Run 1, wires at chosen ports, followed through buffers:
The bar under the picture is 20 um long.
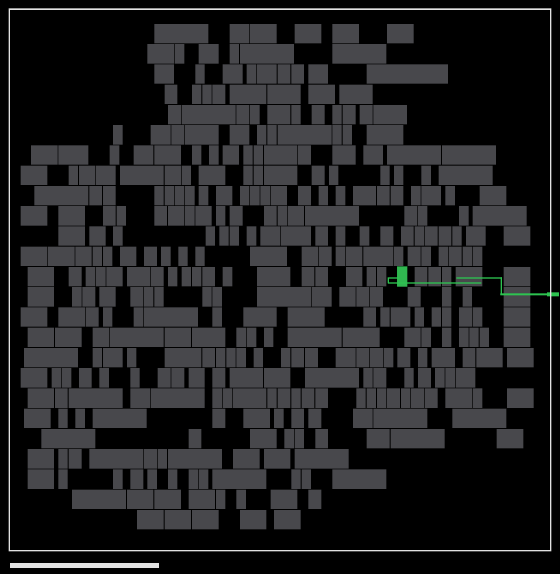
Run 1, signal wires by layer:
Two of the layers only.
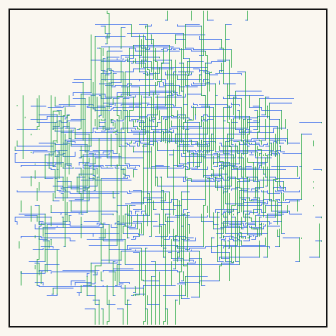
Run 1, clock wiring as the flow saved it:
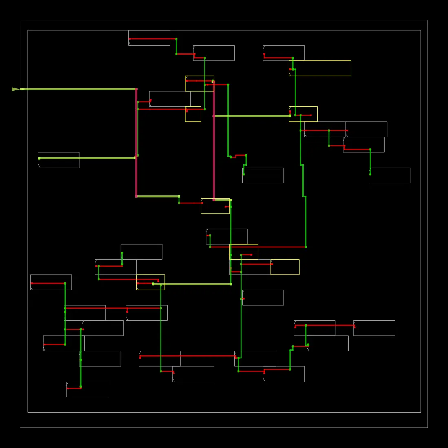
Run 1, close-up of the layout:
Region (0, 33) to (40, 73) um. Cells in gray, sequential cells in the stronger gray; small squares are vias.
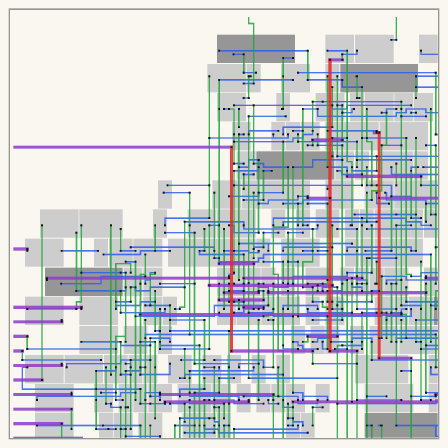
$ cat src/rtl/huff_sym_decoder.sv
// Huffman symbol decoder: shifts the bitstream into a left-aligned lookahead window,
// looks it up in an external 1-cycle-latency table and emits (symbol, length) pairs.
module huff_sym_decoder #(
  parameter int HUFF_CODE_LEN = 8,
  parameter int HUFF_LEN_LEN  = 4
) (
  input  logic                     clk_i,
  input  logic                     rst_i,
  input  logic                     start_i,
  input  logic                     in_bit_i,
  input  logic                     in_valid_i,
  input  logic                     in_last_i,
  output logic                     in_ready_o,
  output logic                     tbl_ren_o,
  output logic [HUFF_CODE_LEN-1:0] tbl_addr_o,
  input  logic [HUFF_CODE_LEN-1:0] tbl_sym_i,
  input  logic [HUFF_LEN_LEN-1:0]  tbl_len_i,
  output logic [HUFF_CODE_LEN-1:0] sym_o,
  output logic [HUFF_LEN_LEN-1:0]  sym_len_o,
  output logic                     sym_valid_o,
  input  logic                     sym_ready_i,
  output logic                     sym_last_o,
  output logic                     err_o,
  output logic                     busy_o,
  output logic [2:0]               state_o,
  output logic [HUFF_LEN_LEN-1:0]  cnt_o
);

  // Both stream ports use valid/ready: a transfer happens on any rising clk_i edge
  // where valid and ready are both high; valid-side data is held stable until then.

  typedef enum logic [2:0] {
    S_IDLE   = 3'd0,
    S_FILL   = 3'd1,
    S_LOOKUP = 3'd2,
    S_WAIT   = 3'd3,
    S_EMIT   = 3'd4,
    S_ERR    = 3'd5
  } state_t;

  localparam logic [HUFF_LEN_LEN-1:0] CNT_FULL = HUFF_LEN_LEN'(HUFF_CODE_LEN);
  localparam logic [HUFF_LEN_LEN-1:0] CNT_ONE  = HUFF_LEN_LEN'(1);

  state_t                    state_q, state_d;
  logic [HUFF_CODE_LEN-1:0]  window_q, window_d;
  logic [HUFF_LEN_LEN-1:0]   cnt_q, cnt_d;
  logic                      eos_q, eos_d;
  logic [HUFF_CODE_LEN-1:0]  sym_q, sym_d;
  logic [HUFF_LEN_LEN-1:0]   len_q, len_d;
  logic                      last_q, last_d;

  always_comb begin
    state_d  = state_q;
    window_d = window_q;
    cnt_d    = cnt_q;
    eos_d    = eos_q;
    sym_d    = sym_q;
    len_d    = len_q;
    last_d   = last_q;
    if (start_i) begin
      window_d = '0;
      cnt_d    = '0;
      eos_d    = 1'b0;
      state_d  = S_FILL;
    end else begin
      case (state_q)
        S_IDLE: state_d = S_IDLE;
        S_FILL: begin
          if (in_valid_i && !eos_q) begin
            // New bits land just below the ones already held, MSB first.
            for (int i = 0; i < HUFF_CODE_LEN; i++) begin
              if (i == HUFF_CODE_LEN - 1 - int'(cnt_q)) window_d[i] = in_bit_i;
            end
            cnt_d = cnt_q + CNT_ONE;
            if (in_last_i) eos_d = 1'b1;
          end
          if (eos_d && cnt_d == '0)              state_d = S_IDLE;
          else if (eos_d || cnt_d == CNT_FULL)   state_d = S_LOOKUP;
        end
        S_LOOKUP: state_d = S_WAIT;
        S_WAIT: begin
          sym_d  = tbl_sym_i;
          len_d  = tbl_len_i;
          last_d = eos_q && (tbl_len_i == cnt_q);
          // A zero length marks an unused entry; a length beyond cnt would eat padding.
          if (tbl_len_i == '0 || tbl_len_i > cnt_q) state_d = S_ERR;
          else                                      state_d = S_EMIT;
        end
        S_EMIT: begin
          if (sym_ready_i) begin
            window_d = window_q << len_q;
            cnt_d    = cnt_q - len_q;
            if (last_q)                     state_d = S_IDLE;
            else if (eos_q && cnt_d != '0)  state_d = S_LOOKUP;
            else                            state_d = S_FILL;
          end
        end
        S_ERR:   state_d = S_ERR;
        default: state_d = S_IDLE;
      endcase
    end
  end

  always_ff @(posedge clk_i) begin
    if (rst_i) begin
      state_q  <= S_IDLE;
      window_q <= '0;
      cnt_q    <= '0;
      eos_q    <= 1'b0;
      sym_q    <= '0;
      len_q    <= '0;
      last_q   <= 1'b0;
    end else begin
      state_q  <= state_d;
      window_q <= window_d;
      cnt_q    <= cnt_d;
      eos_q    <= eos_d;
      sym_q    <= sym_d;
      len_q    <= len_d;
      last_q   <= last_d;
    end
  end

  assign in_ready_o  = (state_q == S_FILL) && !eos_q;
  assign tbl_ren_o   = (state_q == S_LOOKUP);
  assign tbl_addr_o  = window_q;
  assign sym_o       = sym_q;
  assign sym_len_o   = len_q;
  assign sym_last_o  = last_q;
  assign sym_valid_o = (state_q == S_EMIT);
  assign err_o       = (state_q == S_ERR);
  assign busy_o      = (state_q != S_IDLE);
  assign state_o     = state_q;
  assign cnt_o       = cnt_q;

endmodule

$ cat config.mk
export PLATFORM = sky130hd
export DESIGN_NAME = huff_sym_decoder
export DESIGN_NICKNAME = d
export VERILOG_FILES = /design/src/rtl/huff_sym_decoder.sv
export SDC_FILE = /design/constraint.sdc
export NUM_CORES = 1
export LEC_CHECK = 0
export ABC_AREA = 1
export CAP_MARGIN = 20
export CORE_UTILIZATION = 40
export DETAILED_ROUTE_END_ITERATION = 10
export PLACE_DENSITY = 0.78
export REMOVE_ABC_BUFFERS = 1
export SYNTH_ARGS = -nofsm -noshare
export SYNTH_HDL_FRONTEND = slang
export SYNTH_SLANG_ARGS = --single-unit
$ cat constraint.sdc
create_clock -name clk_i -period 2.3 [get_ports clk_i]
set_clock_uncertainty 0.2 [all_clocks]
set_input_delay 0.345 -clock clk_i [delete_from_list [all_inputs] [get_ports clk_i]]
set_output_delay 0.345 -clock clk_i [all_outputs]
set_load 0.01 [all_outputs]
==> reports/qor.csv, run 1 <==
stage,metric,value,unit
synthesis,post-synth top area cell,dfxtp_1,
placement,routability cong.,0.935,
timing,Slew headroom,72.6,%
detailed_routing,drt first pass iters,5,
detailed_routing,initial drt markers,171,
detailed_routing,Met3 Wirelength,438,um
synthesis,most numerous cell in the Yosys netlist,nand2_1,
pwr,Internal Pwr Total,1.01,mW
synthesis,Dominant combinational family,simple AND/OR/NAND/NOR gates,
detailed_routing,post-detailed-route count of antenna-violating nets,0,
timing,post-route setup TNS,0,ns
final_layout,layout cells sized above 1,12.2,%
final_layout,logic share of the area,44.6,%
synthesis,yosys warns,0,
hold_path,Hold Path Class,reg -> reg,
global_route,GR peak layer,met2,
worst_setup_path,"CP delay by family, top",buffers and inverters,
pwr,Static Leak,1.16,nW
worst_setup_path,worst path buffer plus inverter count,2,
worst_setup_path,worst setup path startpoint,state_o[1]$_SDFFE_PP0P_,
detailed_routing,top sig layer,met4,
final_layout,Non-clock inverters,34,
synthesis,simple share,33.8,%
worst_setup_path,R2R Path End,state_o[0]$_SDFFE_PP0P_,
synthesis,number of cells in Yosys stat,303,
synthesis,mux share,0,%
synthesis,Post-synth EDFFs,0,
final_layout,diode count,0,
floorplan,die area,0.00526,mm2
detailed_routing,Routed met1 length,2420,um
outcome,status,"finished, final reports clean",
pwr,sw power,412,uW
synthesis,asr flop ratio synth,0,%
synthesis,Synth area leaders,"dfxtp_1 29%, nand2_1 13%, o21ai_0 8.1%, nor2_1 7.7%, ha_1 6.9%",
timing,Final Critical Period,2.24,ns
final_layout,seq_cells,29,
global_route,met1 GRT Util,29.0,%
pwr,seq pwr,533,uW
timing,final setup fails,0,
placement,Post-Place Cells,427,
worst_setup_path,"slowest stage cell, crit path",clkdlybuf4s50_1,
detailed_routing,met2 WL,2600,um
timing,Fmax,447,MHz
worst_setup_path,CP max stage delay,0.61,ns
global_route,global-route wire length before repair,9270,um
timing,post-route setup slack,0.0607,ns
timing,RSZ-0062 raised after global routing,true,
final_layout,Finished Layout Cells,435,
hold_path,Hold Path Sink,tbl_addr_o[2]$_SDFFE_PP0P_,
synthesis,synthesized area,0.00199,mm2
synthesis,Synth Register Bits,29,
pwr,Sw Ratio,29.0,%
final_layout,final design utilization,57.9,%
worst_setup_path,reg-to-reg startpoint,cnt_o[0]$_SDFFE_PP0P_,
placement,pre-CTS WS,0.134,ns
pwr,Final Total Pwr,1.42,mW
worst_setup_path,critical path cell sequence,inv_1 -> nor3_1 -> clkdlybuf4s50_1,
synthesis,Yosys Chip Area,0.00199,mm2
final_layout,most instantiated logic cell after routing,nand2_1,
global_route,vias in the first global route,2031,
placement,Final HPWL DP,4190,um
final_layout,MI comb area,0.00123,mm2
hold_path,Hold Crit Start,tbl_addr_o[2]$_SDFFE_PP0P_,
final_layout,non-clock buffer count,64,
clocking,maximum clock path buffer count,2,
detailed_routing,DRC viols,0,
pwr,Gate power share,21.9,%
pwr,sequential power share,37.5,%
final_layout,Top Layout Cells,"68 x nand2_1, 51 x clkdlybuf4s50_1, 41 x nor2_1",
synthesis,Area leader share,29.2,%
floorplan,core area,0.00475,mm2
worst_setup_path,register-to-register setup slack,0.21,ns
global_route,met2 GRT Util,36.9,%
floorplan,Tapcells,67,
worst_setup_path,WS Path Type,reg -> out,
final_layout,Largest cell class,combinational gates,
final_layout,ClkCell Share,4.36,%
final_layout,Area Overhead vs Synth,38.5,%
synthesis,Complex Gates by Area,19.1,%
synthesis,library cells used by synthesis,37,
timing,"Slew Viols, Final",0,
final_layout,Non-clock buffer share,22.1,%
final_layout,cell area after layout,0.00276,mm2
final_layout,Seq/total area,21.1,%
job,tool warning count,29,
floorplan,Chip Height,72.5,um
detailed_routing,DR vias/cell,5.11,
clocking,clock transition at the registers of the reported paths,0.07,ns
pwr,Combinational Power,311,uW
synthesis,Commonest cells post-synth,"68 x nand2_1, 41 x nor2_1, 32 x o21ai_0, 29 x dfxtp_1, 29 x inv_1",
global_route,pin count of the biggest net entering global routing,18,
timing,Hold WS,0.298,ns
hold_path,hold path depth,2,
floorplan,FP Core Util,41.8,%
timing,cycle use final,97.4,%
worst_setup_path,critical path peak fanout,4,
clocking,number of setup buffers added after CTS,0,
final_layout,MI comb cells,233,
pwr,power density cells,516,mW/mm2
worst_setup_path,WP depth,3,
synthesis,syn avg cell area,6.57,um2
global_route,met3 Use GR,5.00,%
final_layout,Reg area,581,um2
synthesis,Synth Instances,303,
pwr,peak supply drop,0.348,mV
pwr,P_clk,577,uW
global_route,overflow left after global routing,0,
global_route,initial antenna violation count,0,
clocking,Resized cells post-CTS,0,
clocking,H-tree depth,2,
placement,Placement Cell Area,0.00264,mm2
synthesis,main flop type,dfxtp_1,
About 'wires at chosen ports, followed through buffers':
color	port	bits	direction	edge	end cells	buffers	wire
green	in_bit_i	1	input	right	1	1	28.9 um
Port Buffer Count: 51
num ports: 52

About 'signal wires by layer':
color	layer	wire length
blue	M1	2420 um
green	M2	2600 um
per-cell routed wire length: 12.8 um
routed via count: 2224
final WL: 5560 um
gr usage total: 22.7%

About 'clock wiring as the flow saved it':
# clk buffers: 6
Clock Latency Late Sink: 0.29 ns
total CTS buffers: 5

About 'close-up of the layout':
color	layer
purple	M3
red	M4
blue	M1
green	M2
sequential cells in the window	5
cells with their middle in the window	128
most frequent	nand2_1 (30), inv_1 (13), clkdlybuf4s50_1 (11)
netlist names of flops here include	cnt_o (3)

==> inputs of run 2 (changes only) <==
--- a/config.mk
+++ b/config.mk
@@ -5,11 +5,12 @@
 export SDC_FILE = /design/constraint.sdc
 export NUM_CORES = 1
 export LEC_CHECK = 0
-export ABC_AREA = 1
+export ABC_AREA = 0
 export CAP_MARGIN = 20
 export CORE_UTILIZATION = 40
 export DETAILED_ROUTE_END_ITERATION = 10
-export PLACE_DENSITY = 0.78
+export PLACE_DENSITY = 0.77
+export RECOVER_POWER = 25
 export REMOVE_ABC_BUFFERS = 1
 export SYNTH_ARGS = -nofsm -noshare
 export SYNTH_HDL_FRONTEND = slang
==> run 2 against run 1 <==
Synthesized cell count decreased by 16%. Count of clock-buffer cells in the layout increased by 1. Sequential cell count unchanged. Clock power decreased by 15%. Via count decreased by 8.1%. Utilization increased by 0.29 points. Register-to-register slack got worse by 0.07 ns. Largest power group is now registers.
==> reports/qor.csv, run 2 <==
stage,metric,value,unit,change
detailed_routing,per-cell routed wire length,14.7,um,+15%
synthesis,simple share,24.8,%,-9.0 points
hold_path,Hold Path Class,reg -> reg,,
clocking,clock transition at the registers of the reported paths,0.07,ns,about the same
floorplan,die area,0.00542,mm2,+3.0%
clocking,maximum clock path buffer count,2,,unchanged
worst_setup_path,critical path cell sequence,or3b_4 -> clkinv_8 -> clkdlybuf4s50_1,,
worst_setup_path,reg-to-reg startpoint,state_o[0]$_SDFFE_PP0P_,,
clocking,H-tree depth,2,,unchanged
placement,Port Buffer Count,51,,unchanged
timing,post-route setup slack,0.0637,ns,+0.00300 ns
synthesis,Post-synth EDFFs,0,,unchanged
synthesis,syn avg cell area,8.07,um2,+23%
final_layout,logic share of the area,47.0,%,+2.5 points
final_layout,Finished Layout Cells,387,,-11%
detailed_routing,post-detailed-route count of antenna-violating nets,0,,unchanged
worst_setup_path,WP data required,1.75,ns,
final_layout,Top Layout Cells,"45 x nand2_1, 40 x clkdlybuf4s50_1, 28 x dfxtp_1",,
detailed_routing,Routed met1 length,2640,um,+8.8%
hold_path,Hold Path Sink,sym_o[2]$_SDFFE_PP0P_,,
global_route,global-route wire length before repair,8980,um,-3.1%
global_route,pin count of the biggest net entering global routing,18,,unchanged
clocking,total CTS buffers,5,,unchanged
detailed_routing,met2 WL,2740,um,+5.3%
worst_setup_path,"CP delay by family, top",buffers and inverters,,
pwr,sequential power share,43.4,%,+5.9 points
floorplan,core area,0.00482,mm2,+1.3%
pwr,Internal Pwr Total,878,uW,-13%
worst_setup_path,worst path buffer plus inverter count,2,,unchanged
final_layout,Non-clock buffer share,23.5,%,+1.4 points
global_route,vias in the first global route,1933,,-4.8%
synthesis,asr flop ratio synth,0,%,unchanged
placement,routability cong.,0.853,,-8.7%
detailed_routing,routed via count,2043,,-8.1%
hold_path,Hold Crit Start,sym_o[2]$_SDFFE_PP0P_,,
worst_setup_path,"slowest stage cell, crit path",clkdlybuf4s50_1,,
worst_setup_path,CP max stage delay,0.53,ns,-0.08 ns
final_layout,seq_cells,29,,unchanged
synthesis,Complex Gates by Area,24.1,%,+5.0 points
detailed_routing,DR vias/cell,5.28,,+3.3%
placement,Post-Place Cells,379,,-11%
global_route,met1 GRT Util,27.6,%,-1.4 points
detailed_routing,Met3 Wirelength,217,um,-50%
placement,Final HPWL DP,4290,um,+2.4%
global_route,GR peak layer,met2,,
timing,Hold WS,0.251,ns,-0.0467 ns
final_layout,MI comb cells,199,,-15%
pwr,peak supply drop,0.242,mV,-30%
detailed_routing,DRC viols,0,,unchanged
worst_setup_path,register-to-register setup slack,0.14,ns,-0.07 ns
final_layout,most instantiated logic cell after routing,nand2_1,,
pwr,Final Total Pwr,1.19,mW,-16%
global_route,gr usage total,21.8,%,-0.91 points
final_layout,# clk buffers,7,,+1
clocking,Resized cells post-CTS,4,,+4
pwr,Static Leak,1.10,nW,-5.2%
final_layout,Non-clock inverters,13,,-62%
pwr,Combinational Power,185,uW,-41%
worst_setup_path,critical path peak fanout,10,,+6
synthesis,Yosys Chip Area,0.00205,mm2,+3.1%
final_layout,layout cells sized above 1,15.0,%,+2.8 points
final_layout,Area Overhead vs Synth,36.8,%,
global_route,overflow left after global routing,0,,unchanged
synthesis,Commonest cells post-synth,"45 x nand2_1, 29 x dfxtp_1, 26 x a21oi_1, 15 x nor2_1, 12 x inv_1",,
pwr,Gate power share,15.5,%,-6.4 points
pwr,Sw Ratio,26.3,%,-2.7 points
synthesis,mux share,4.15,%,+4.1 points
synthesis,Synth Instances,254,,-16%
timing,Slew headroom,52.0,%,-21 points
final_layout,Largest cell class,combinational gates,,
synthesis,most numerous cell in the Yosys netlist,nand2_1,,
floorplan,Chip Height,73.6,um,+1.5%
clocking,Clock Latency Late Sink,0.29,ns,about the same
final_layout,ClkCell Share,3.61,%,-0.75 points
timing,RSZ-0062 raised after global routing,false,,
synthesis,post-synth top area cell,dfxtp_1,,
synthesis,number of cells in Yosys stat,254,,-16%
floorplan,Tapcells,67,,unchanged
timing,"Slew Viols, Final",0,,unchanged
pwr,power density cells,425,mW/mm2,-18%
worst_setup_path,WS Path Type,reg -> out,,
worst_setup_path,worst setup path startpoint,state_o[2]$_SDFFE_PP0P_,,
clocking,number of setup buffers added after CTS,0,,unchanged
synthesis,yosys warns,0,,unchanged
placement,Placement Cell Area,0.00269,mm2,+2.1%
worst_setup_path,WP depth,3,,unchanged
global_route,initial antenna violation count,0,,unchanged
detailed_routing,initial drt markers,110,,-36%
synthesis,library cells used by synthesis,62,,+68%
timing,final setup fails,0,,unchanged
detailed_routing,top sig layer,met4,,
final_layout,diode count,0,,unchanged
outcome,status,"finished, final reports clean",,
synthesis,synthesized area,0.00205,mm2,+3.1%
final_layout,MI comb area,0.00132,mm2,+7.4%
floorplan,num ports,52,,unchanged
synthesis,Synth area leaders,"dfxtp_1 28%, nand2_1 8.2%, ha_1 6.7%, a21oi_1 6.3%, nor2_1 2.7%",,
detailed_routing,final WL,5710,um,+2.6%
Run 2, clock wiring as the flow saved it:
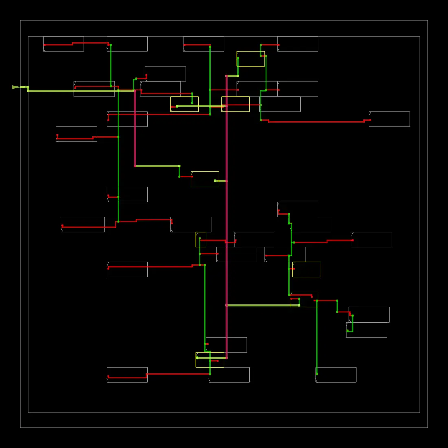
P_clk: 490 uW
Sinks on Clock Net: 29

Run 2, signal wires by layer:
Two of the layers only.
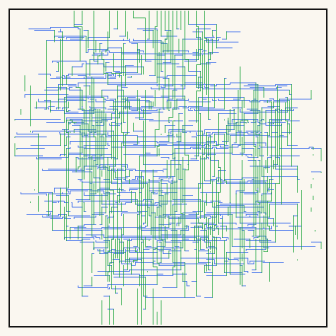
color	layer	wire length
blue	M1	2640 um
green	M2	2740 um

Run 2, sequential cells grouped by signal name:
The bar under the picture is 20 um long. Other sequential cells in the stronger gray, the rest of the logic in the fainter gray.
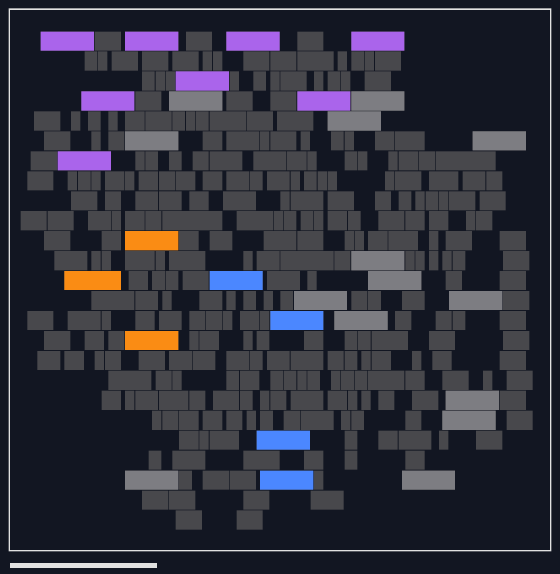
color	netlist name	sequential cells
blue	cnt_o	4
orange	state_o	3
purple	sym_o	8
not colored	14
final design utilization: 58.2%
Reg area: 582 um2
Seq/total area: 20.7%
seq pwr: 517 uW

==> inputs of run 3 (changes only) <==
--- a/config.mk
+++ b/config.mk
@@ -7,9 +7,9 @@
 export LEC_CHECK = 0
 export ABC_AREA = 0
 export CAP_MARGIN = 20
-export CORE_UTILIZATION = 40
+export CORE_UTILIZATION = 45
 export DETAILED_ROUTE_END_ITERATION = 10
-export PLACE_DENSITY = 0.77
+export PLACE_DENSITY = 0.84
 export RECOVER_POWER = 25
 export REMOVE_ABC_BUFFERS = 1
 export SYNTH_ARGS = -nofsm -noshare
==> run 3 against run 2 <==
Routed wire length down 0.28%. Utilization is 5.3 points higher. Synthesized cell count stayed put. First-iteration DRC count is 9.1% lower. Critical path type unchanged. Critical endpoint is now tbl_ren_o. Largest cell class unchanged. Largest power group unchanged.
==> reports/qor.csv, run 3 <==
stage,metric,value,unit,change
final_layout,seq_cells,29,,unchanged
synthesis,simple share,24.8,%,unchanged
timing,post-route setup slack,0.0908,ns,+0.0272 ns
floorplan,die area,0.00483,mm2,-11%
pwr,Static Leak,1.09,nW,-1.2%
clocking,Resized cells post-CTS,6,,+2
timing,final setup fails,0,,unchanged
placement,routability cong.,0.837,,-1.9%
clocking,clock transition at the registers of the reported paths,0.07,ns,about the same
synthesis,asr flop ratio synth,0,%,unchanged
final_layout,Non-clock inverters,13,,unchanged
synthesis,number of cells in Yosys stat,254,,unchanged
placement,Final HPWL DP,4330,um,+0.86%
final_layout,MI comb area,0.00132,mm2,about the same
pwr,Combinational Power,188,uW,about the same
final_layout,# clk buffers,6,,-1
final_layout,Area Overhead vs Synth,34.8,%,
synthesis,Post-synth EDFFs,0,,unchanged
placement,Placement Cell Area,0.00268,mm2,-0.42%
hold_path,Hold Crit Start,sym_o[2]$_SDFFE_PP0P_,,
final_layout,Reg area,582,um2,unchanged
detailed_routing,met2 WL,2860,um,+4.3%
synthesis,synthesized area,0.00205,mm2,unchanged
detailed_routing,post-detailed-route count of antenna-violating nets,0,,unchanged
synthesis,Synth Register Bits,29,,
floorplan,num ports,52,,unchanged
final_layout,Finished Layout Cells,373,,-3.6%
worst_setup_path,reg-to-reg startpoint,state_o[0]$_SDFFE_PP0P_,,
detailed_routing,final WL,5690,um,-0.28%
hold_path,Hold Path Class,reg -> reg,,
final_layout,Non-clock buffer share,23.8,%,+0.29 points
timing,Final Critical Period,2.21,ns,
final_layout,Seq/total area,21.0,%,+0.30 points
worst_setup_path,register-to-register setup slack,0.15,ns,about the same
global_route,overflow left after global routing,0,,unchanged
pwr,Final Total Pwr,1.11,mW,-6.5%
floorplan,Tapcells,52,,-22%
global_route,met1 GRT Util,29.7,%,+2.1 points
timing,Hold WS,0.250,ns,-0.00129 ns
pwr,seq pwr,517,uW,about the same
synthesis,Complex Gates by Area,24.1,%,unchanged
final_layout,Largest cell class,combinational gates,,
worst_setup_path,WP data required,1.75,ns,about the same
synthesis,Synth Instances,254,,unchanged
detailed_routing,initial drt markers,100,,-9.1%
synthesis,Commonest cells post-synth,"45 x nand2_1, 29 x dfxtp_1, 26 x a21oi_1, 15 x nor2_1, 12 x inv_1",,
synthesis,most numerous cell in the Yosys netlist,nand2_1,,
timing,RSZ-0062 raised after global routing,false,,
pwr,peak supply drop,0.177,mV,-27%
final_layout,layout cells sized above 1,14.3,%,-0.67 points
final_layout,final design utilization,63.5,%,+5.3 points
pwr,Gate power share,16.8,%,+1.3 points
pwr,Internal Pwr Total,818,uW,-6.8%
synthesis,post-synth top area cell,dfxtp_1,,
synthesis,yosys warns,0,,unchanged
worst_setup_path,WP depth,3,,unchanged
detailed_routing,top sig layer,met4,,
detailed_routing,DR vias/cell,5.72,,+8.4%
worst_setup_path,CP max stage delay,0.57,ns,+0.04 ns
synthesis,mux share,4.15,%,unchanged
floorplan,core area,0.00435,mm2,-9.6%
detailed_routing,DRC viols,0,,unchanged
pwr,sequential power share,46.4,%,+3.0 points
timing,"Slew Viols, Final",0,,unchanged
global_route,initial antenna violation count,0,,unchanged
worst_setup_path,"slowest stage cell, crit path",clkdlybuf4s50_1,,
pwr,power density cells,403,mW/mm2,-5.2%
final_layout,logic share of the area,47.6,%,+0.64 points
hold_path,Hold Path Sink,sym_o[2]$_SDFFE_PP0P_,,
pwr,P_clk,409,uW,-17%
detailed_routing,Met3 Wirelength,421,um,+94%
synthesis,library cells used by synthesis,62,,unchanged
final_layout,ClkCell Share,2.99,%,-0.63 points
synthesis,Yosys Chip Area,0.00205,mm2,unchanged
outcome,status,"finished, final reports clean",,
global_route,vias in the first global route,1983,,+2.6%
job,tool warning count,28,,
worst_setup_path,worst path buffer plus inverter count,2,,unchanged
synthesis,syn avg cell area,8.07,um2,unchanged
worst_setup_path,"CP delay by family, top",buffers and inverters,,
final_layout,most instantiated logic cell after routing,nand2_1,,
detailed_routing,Routed met1 length,2320,um,-12%
job,number of max-cap violations,0,,
final_layout,MI comb cells,199,,unchanged
worst_setup_path,worst setup path startpoint,state_o[1]$_SDFFE_PP0P_,,
clocking,Sinks on Clock Net,29,,unchanged
clocking,Clock Latency Late Sink,0.28,ns,about the same
clocking,number of setup buffers added after CTS,0,,unchanged
final_layout,Top Layout Cells,"45 x nand2_1, 38 x clkdlybuf4s50_1, 28 x dfxtp_1",,
placement,Post-Place Cells,365,,-3.7%
worst_setup_path,critical path cell sequence,buf_4 -> nor3b_2 -> clkdlybuf4s50_1,,
worst_setup_path,WS Path Type,reg -> out,,
final_layout,diode count,0,,unchanged
floorplan,Chip Height,69.5,um,-5.6%
timing,Slew headroom,54.0,%,+2.0 points
global_route,GR peak layer,met2,,
synthesis,Synth area leaders,"dfxtp_1 28%, nand2_1 8.2%, ha_1 6.7%, a21oi_1 6.3%, nor2_1 2.7%",,
worst_setup_path,critical path peak fanout,10,,unchanged
Run 3, close-up of the layout:
Region (0, 30) to (40, 70) um. Cells in gray, sequential cells in the stronger gray; small squares are vias.
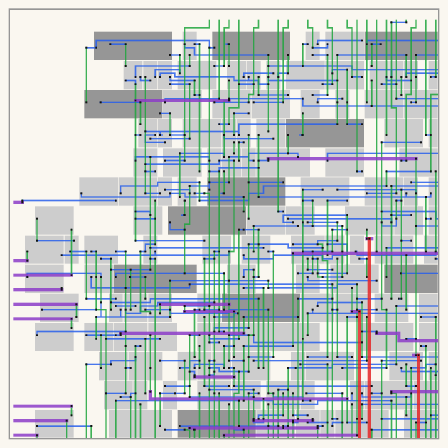
color	layer
red	M4
purple	M3
green	M2
blue	M1
netlist names of flops here include	sym_o (6), state_o (3)
sequential cells in the window	11
cells with their middle in the window	120
most frequent	nand2_1 (21), clkdlybuf4s50_1 (19), dfxtp_1 (10)

Run 3, signal wires by layer:
Two of the layers only.
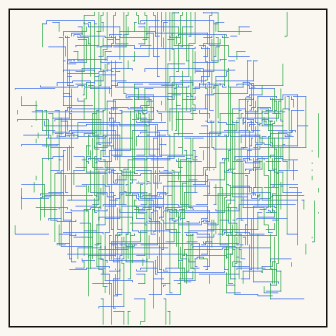
color	layer	wire length
green	M2	2860 um
blue	M1	2320 um
routed via count: 2134
per-cell routed wire length: 15.3 um

Run 3, wires at chosen ports, followed through buffers:
The bar under the picture is 20 um long.
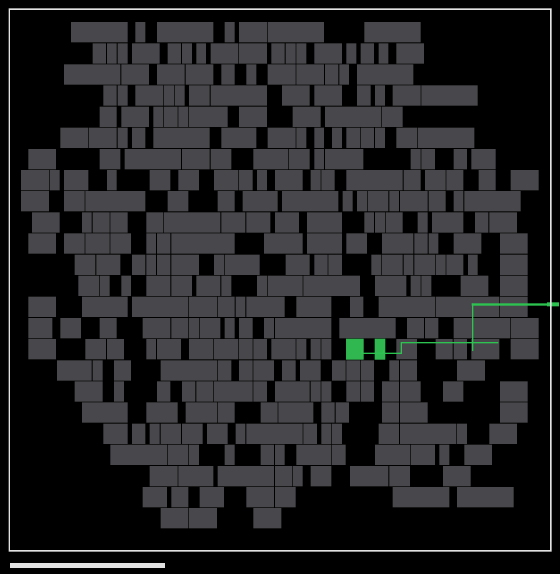
color	port	bits	direction	edge	end cells	buffers	wire
green	in_bit_i	1	input	right	2	1	35.0 um

Power figures rest on the tool's default switching activity, not on a simulated workload.
